==> images/wire_density.png <==
27 x 16 tiles, from dark purple (low) to yellow (high), scaled to the fullest tile. Values are wire area over tile area, all layers added.
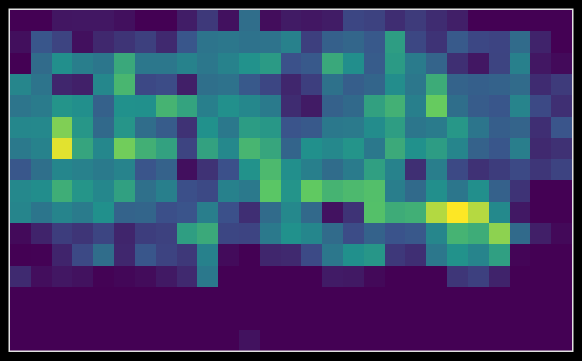
==> images/density.png <==
Bar = 50 microns. 14 x 8 tiles, from dark purple (low) to yellow (high), 0 to 100% covered.
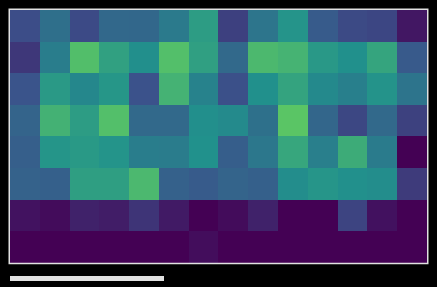
==> images/final_clocks.png <==
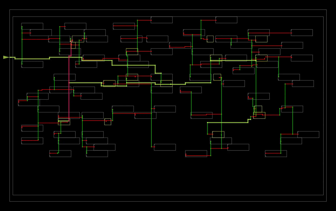
$ cat config.mk
export PLATFORM = sky130hd
export DESIGN_NAME = spi_peripheral
export DESIGN_NICKNAME = d
export VERILOG_FILES = /design/src/rtl/spi_peripheral.sv
export SDC_FILE = /design/constraint.sdc
export NUM_CORES = 1
export LEC_CHECK = 0
export ABC_CLOCK_PERIOD_IN_PS = 4100
export CAP_MARGIN = 20
export CELL_PAD_IN_SITES_DETAIL_PLACEMENT = 1
export CELL_PAD_IN_SITES_GLOBAL_PLACEMENT = 2
export CORE_ASPECT_RATIO = 0.6
export CORE_UTILIZATION = 28
export CTS_BUF_LIST = sky130_fd_sc_hd__clkbuf_4 sky130_fd_sc_hd__clkbuf_8
export CTS_CLUSTER_SIZE = 16
export DETAILED_ROUTE_END_ITERATION = 10
export PLACE_DENSITY = 0.71
export SETUP_SLACK_MARGIN = 0.3
export SYNTH_ARGS = -nofsm -noshare
export SYNTH_HDL_FRONTEND = slang
export SYNTH_SLANG_ARGS = --single-unit
$ cat constraint.sdc
create_clock -name clk -period 4.1 [get_ports clk]
set_clock_uncertainty 0.05 [all_clocks]
set_input_delay 0.82 -clock clk [delete_from_list [all_inputs] [get_ports clk]]
set_output_delay 0.82 -clock clk [all_outputs]
set_load 0.01 [all_outputs]
$ cat src/rtl/spi_peripheral.sv
// Write-side SPI register block: mode-0 16-bit frames -> five 8-bit control registers.
// Define SPI_READBACK_EN to return register contents on cipo during read frames.
module spi_peripheral #(
    parameter int NUM_REGS    = 5,
    parameter int SYNC_STAGES = 2
) (
    input  logic       clk,
    input  logic       rst_n,
    input  logic       sclk,
    input  logic       ncs,
    input  logic       copi,
    output logic       cipo,
    output logic [7:0] en_reg_out_7_0,
    output logic [7:0] en_reg_out_15_8,
    output logic [7:0] en_reg_pwm_7_0,
    output logic [7:0] en_reg_pwm_15_8,
    output logic [7:0] pwm_duty_cycle
);

    localparam int NR = (NUM_REGS > 5) ? NUM_REGS : 5;
    localparam logic [7:0] NUM_REGS_L = 8'(NUM_REGS);

    typedef enum logic [1:0] {
        IDLE,
        ARMED,
        SHIFT,
        COMMIT
    } state_t;

    state_t state, state_nxt;

    logic [SYNC_STAGES-1:0] sclk_sync, ncs_sync, copi_sync;
    logic sclk_d, ncs_d;
    logic sclk_s, ncs_s, copi_s;
    logic sclk_rise, ncs_fall, ncs_rise;

    logic [15:0] sr, sr_nxt;
    logic [4:0]  cnt, cnt_nxt;
    logic [6:0]  addr;
    logic        clr, shift_en, commit_chk, wr_ok;
    logic [7:0]  regs [NR];

    // ncs resets low so a frame already in progress at reset release
    // never produces a falling edge and is ignored.
    always_ff @(posedge clk or negedge rst_n) begin
        if (!rst_n) begin
            sclk_sync <= '0;
            ncs_sync  <= '0;
            copi_sync <= '0;
            sclk_d    <= 1'b0;
            ncs_d     <= 1'b0;
        end else begin
            sclk_sync <= {sclk_sync[SYNC_STAGES-2:0], sclk};
            ncs_sync  <= {ncs_sync[SYNC_STAGES-2:0], ncs};
            copi_sync <= {copi_sync[SYNC_STAGES-2:0], copi};
            sclk_d    <= sclk_s;
            ncs_d     <= ncs_s;
        end
    end

    assign sclk_s    = sclk_sync[SYNC_STAGES-1];
    assign ncs_s     = ncs_sync[SYNC_STAGES-1];
    assign copi_s    = copi_sync[SYNC_STAGES-1];
    assign sclk_rise = sclk_s & ~sclk_d;
    assign ncs_fall  = ~ncs_s & ncs_d;
    assign ncs_rise  = ncs_s & ~ncs_d;

    always_ff @(posedge clk or negedge rst_n) begin
        if (!rst_n) state <= IDLE;
        else        state <= state_nxt;
    end

    always_comb begin
        state_nxt  = state;
        clr        = 1'b0;
        shift_en   = 1'b0;
        commit_chk = 1'b0;
        unique case (state)
            IDLE: begin
                if (ncs_fall) begin
                    state_nxt = ARMED;
                    clr       = 1'b1;
                end
            end
            ARMED, SHIFT: begin
                shift_en = sclk_rise;
                if (ncs_rise) begin
                    commit_chk = 1'b1;
                    state_nxt  = COMMIT;
                end else begin
                    state_nxt = SHIFT;
                end
            end
            COMMIT:  state_nxt = IDLE;
            default: state_nxt = IDLE;
        endcase
    end

    // A final sclk rise coincident with ncs rise is shifted before commit.
    always_comb begin
        sr_nxt  = sr;
        cnt_nxt = cnt;
        if (shift_en) begin
            sr_nxt = {sr[14:0], copi_s};
            if (cnt != 5'd17) cnt_nxt = cnt + 5'd1;
        end
    end

    assign addr  = sr_nxt[14:8];
    assign wr_ok = commit_chk && (cnt_nxt == 5'd16) && sr_nxt[15]
                   && ({1'b0, addr} < NUM_REGS_L);

    always_ff @(posedge clk or negedge rst_n) begin
        if (!rst_n) begin
            sr  <= '0;
            cnt <= '0;
        end else if (clr) begin
            sr  <= '0;
            cnt <= '0;
        end else begin
            sr  <= sr_nxt;
            cnt <= cnt_nxt;
        end
    end

    always_ff @(posedge clk or negedge rst_n) begin
        if (!rst_n) begin
            for (int i = 0; i < NR; i++) regs[i] <= 8'h00;
        end else begin
            for (int i = 0; i < NR; i++) begin
                if (wr_ok && addr == 7'(i)) regs[i] <= sr_nxt[7:0];
            end
        end
    end

    assign en_reg_out_7_0  = regs[0];
    assign en_reg_out_15_8 = regs[1];
    assign en_reg_pwm_7_0  = regs[2];
    assign en_reg_pwm_15_8 = regs[3];
    assign pwm_duty_cycle  = regs[4];

`ifdef SPI_READBACK_EN
    logic       sclk_fall, active, load, tx_act, cipo_q;
    logic [7:0] tx, rd_val;

    assign sclk_fall = ~sclk_s & sclk_d;
    assign active    = (state == ARMED) || (state == SHIFT);
    // Load on the 8th rise of a read frame, when the address is complete.
    assign load      = shift_en && (cnt_nxt == 5'd8) && !sr_nxt[7];

    always_comb begin
        rd_val = 8'h00;
        for (int i = 0; i < NUM_REGS; i++) begin
            if (sr_nxt[6:0] == 7'(i)) rd_val = regs[i];
        end
    end

    always_ff @(posedge clk or negedge rst_n) begin
        if (!rst_n) begin
            tx     <= 8'h00;
            tx_act <= 1'b0;
            cipo_q <= 1'b0;
        end else if (!active || ncs_rise) begin
            tx     <= 8'h00;
            tx_act <= 1'b0;
            cipo_q <= 1'b0;
        end else if (load) begin
            tx     <= rd_val;
            tx_act <= 1'b1;
        end else if (sclk_fall && tx_act) begin
            cipo_q <= tx[7];
            tx     <= {tx[6:0], 1'b0};
        end
    end

    assign cipo = cipo_q;
`else
    assign cipo = 1'b0;
`endif

endmodule

==> Slide: Implementation Results <==
Physical Implementation Snapshot

Timing
  – Cycle use final: 83.3%
  – Fin. max-slew vios: 0
  – Slew @ Worst Pin: 0.866 ns
  – Final setup fails: 0
  – Fmax: 293 MHz
  – Min Tclk post-route: 3.41 ns
  – Final setup TNS: 0 ns
  – Unrepaired setup endpoints after global routing: false
  – Hold Fails Final Rpt: 0
  – Max-slew headroom: 42.3%

Route
  – DR iter-0 viols: 78
  – DR DRC count: 0
  – Post-DRT Antenna Nets: 0
  – WL per Instance: 16.4 microns
  – First-pass DRT Iterations: 4
  – Final WL: 7000 microns
  – Vias: 1,950
  – DR vias/cell: 4.58

Clocking
  – Clk slew on worst S/H paths: 0.08 ns
  – Clk latency late pin: 0.35 ns
  – Worst-case clock buffer depth: 2
  – Clk Tree Root Cell: clkbuf_8
  – Setup repair bufs after CTS: 0
  – H-tree Lvls: 3
  – TritonCTS clock tree: done
  – CTS Hold Bufs: 0

Layout
  – Layout area overhead: 26.6%
  – Final nets: 294
  – Most used logic cell in the final layout: dfrtp_1
  – Antenna cells: 0
  – Final-layout fill cell count: 1,076
  – Share of post-route cells with drive strength above 1: 24.1%
  – Most frequent cells in the layout: dfrtp_1 (71), clkdlybuf4s50_1 (43), mux2_2 (41), nand2_1 (40), clkbuf_8 (11)
  – Final Util: 37.4%

Job
  – Tool warnings: 27
  – Max_cap viols: 0

Synthesis
  – Syn Std Cell Area: 2980 sq um
  – Dominant cell area share: 59.6%
  – Syn_nets: 242
  – Cell area leaders: dfrtp_1 (60%), mux2_2 (15%), nand2_1 (5.0%)
  – Syn_area_per_cell: 12.7 sq um
  – Flops after synth: 71
  – Cell count listed in synth_stat.txt: 234
  – Register area share after synthesis: 59.6%
  – Area leader, netlist: dfrtp_1
  – Synthesis Warnings: 0
  – Cell Type Count: 38
  – YS chip area: 2980 sq um

Floorplanning
  – Die span in x: 135 microns
  – Die Size: 11,100 sq um
  – Die height: 81.9 microns
  – Initial Util: 29.5%
  – Num rows: 28
  – Core box area: 10,100 sq um
  – Number of top-level pins: 46

Place
  – Port bufs: 44
  – Dpl hpwl: 4850 microns
  – Placer Congestion: 0.718

Critical path
  – Reg2reg end: en_reg_pwm_7_0[7]$_DFFE_PN0P_
  – Req. time, crit path: 4.28 ns
  – FF-to-FF setup slack: 0.69 ns
  – Worst R2R Path Depth: 7
  – Data arrival, critical path: 3.59 ns
  – CP Launch Type: flip-flop
  – CP max FO: 25
  – Crit-path cells: inv_1 > ha_1 > nand3b_4 > or4b_1 > a221o_1 > nor4b_4 > mux2_2
  – Worst Setup EP: en_reg_pwm_7_0[7]$_DFFE_PN0P_
  – R2R Path Start: state[1]$_DFFE_PN0P_
  – Critical path origin: state[1]$_DFFE_PN0P_
  – Critical path's slowest cell: nor4b_4
  – Worst stage delay on the critical path: 0.67 ns
  – Crit path kind: flip-flop to flip-flop
  – Worst Setup End Kind: flip-flop

Power
  – VDD IR-drop max: 0.165 mV
  – PwrDens: 416 nW/um^2
  – Leak pwr: 0.00175 uW

Global routing
  – Tot GR Track Use: 14.3%
  – Global-route wire length before repair: 11,700 microns
  – Grt ovf: 0
  – Vias in the first global route: 2,084
  – Largest net degree at the start of global routing: 32
  – Antenna violations before repair: 0

Run status
  – Status: completed

Worst hold path
  – Hold path startpoint: ncs_sync[0]$_DFF_PN0_
  – Hold path endpoint: ncs_sync[1]$_DFF_PN0_
  – Hold depth: 0
  – Worst hold path class: flip-flop to flip-flop
Back to the opening pictures, wire_density.png:
tiles over half the peak	14%
emptiest ninth of the die	bottom left
fullest tile	0.39
densest ninth of the die	middle
mean over tiles	0.10

Back to the opening pictures, density.png:
nearly empty tiles	16%
mean over tiles	33%
fullest tile	73%
emptiest ninth of the die	bottom middle

Back to the opening pictures, final_clocks.png:
clk sinks: 71
TritonCTS buffer count: 9

critical path, delay by kind of cell, from the launching register on:
kind	cells	cell delay, ns
flip-flops	1	0.33
AND-OR/OR-AND	1	0.49
multiplexers	1	0.40
adder cells (fa/ha/maj)	1	0.38
buffers and inverters	1	0.06
AND/OR/NAND/NOR	3	1.57
Yosys cell counts:
cell and number:
ha_1 3, o22a_1 2, dfrtp_1 71, buf_4 1
and2_1 1, or3_1 1, a21oi_1 10, and4b_1 1
nor2b_1 10, nand3b_1 4, buf_2 1, xnor2_1 2
nor2_1 7, nor4bb_1 1, nand3_1 1, o21ai_0 6
buf_6 1, buf_1 1, a221o_1 2, nor4b_4 2
and3b_1 1, xor2_1 1, nor4b_1 1, nor4_4 1
mux2_2 41, mux2i_1 1, nand3b_4 1, inv_1 5
conb_1 1, nand2_1 40, a211oi_1 1, clkbuf_1 5
or4_1 1, o31ai_1 1, or4b_1 1, nor3_2 2
nand4_1 1, nand4b_1 1
cell families after synthesis:
logic type,count (synthesis),share of synthesized area [%]
buf+inv,14,2.18
fa+ha+maj,3,1.26
other cells,1,0.126
mux,42,15.8
xor+xnor,3,0.882
flops,71,59.6
simple gates,78,15.6
compound gates,22,4.45
sequential cells by signal, summed over array words and instances (netlist names):
signal,cells
en_reg_out_7_0,8
state,2
en_reg_out_15_8,8
sclk_d,1
sclk_sync,2
ncs_d,1
ncs_sync,2
en_reg_pwm_15_8,8
pwm_duty_cycle,8
cnt,5
copi_sync,2
sr,16
en_reg_pwm_7_0,8
layout make-up:
class | instances | area (sq um) | area share [%]
Clock buffer | 12 | 159 | 4.21
Clock inverter | 4 | 30.0 | 0.796
Inverter | 5 | 18.8 | 0.498
Multi-Input combinational cell | 149 | 1140 | 30.2
Sequential cell | 71 | 1780 | 47.1
Tap cell | 135 | 169 | 4.48
Timing Repair Buffer | 50 | 480 | 12.7
power by group:
| group | internal (uW) | total (uW) | switching (uW) |
|---|---|---|---|
| registers | 739 | 770 | 31.5 |
| clock network | 261 | 531 | 270 |
| logic | 81.5 | 269 | 187 |
| total | 1080 | 1570 | 489 |
per-stage QoR:
stage          cell area, sq um  instances  worst slack, ns  hold WS [ns]  power [uW]
2_1_floorplan              2980        234             1.29         0.281         972
3_3_place_gp               3580        410            0.747         0.284        1050
3_5_place_dp               3580        410            0.671         0.290        1050
4_1_cts                    3770        426            0.656         0.313        1600
5_1_grt                    3770        426            0.482         0.323        1670
6_report                   3770        426            0.686         0.310        1570
per-layer routing:
layer  part of all wire [%]  global-route usage, %  vias up  wire, microns
met4                   0.49                   3.37        0             34
met1                     54                   20.9      993           3810
li1                       -                      -      907              -
met2                     38                   18.6       47           2660
met3                    7.1                   6.36        3            495
met5                      0                      0        -              0
Power and IR drop assume default switching activity.
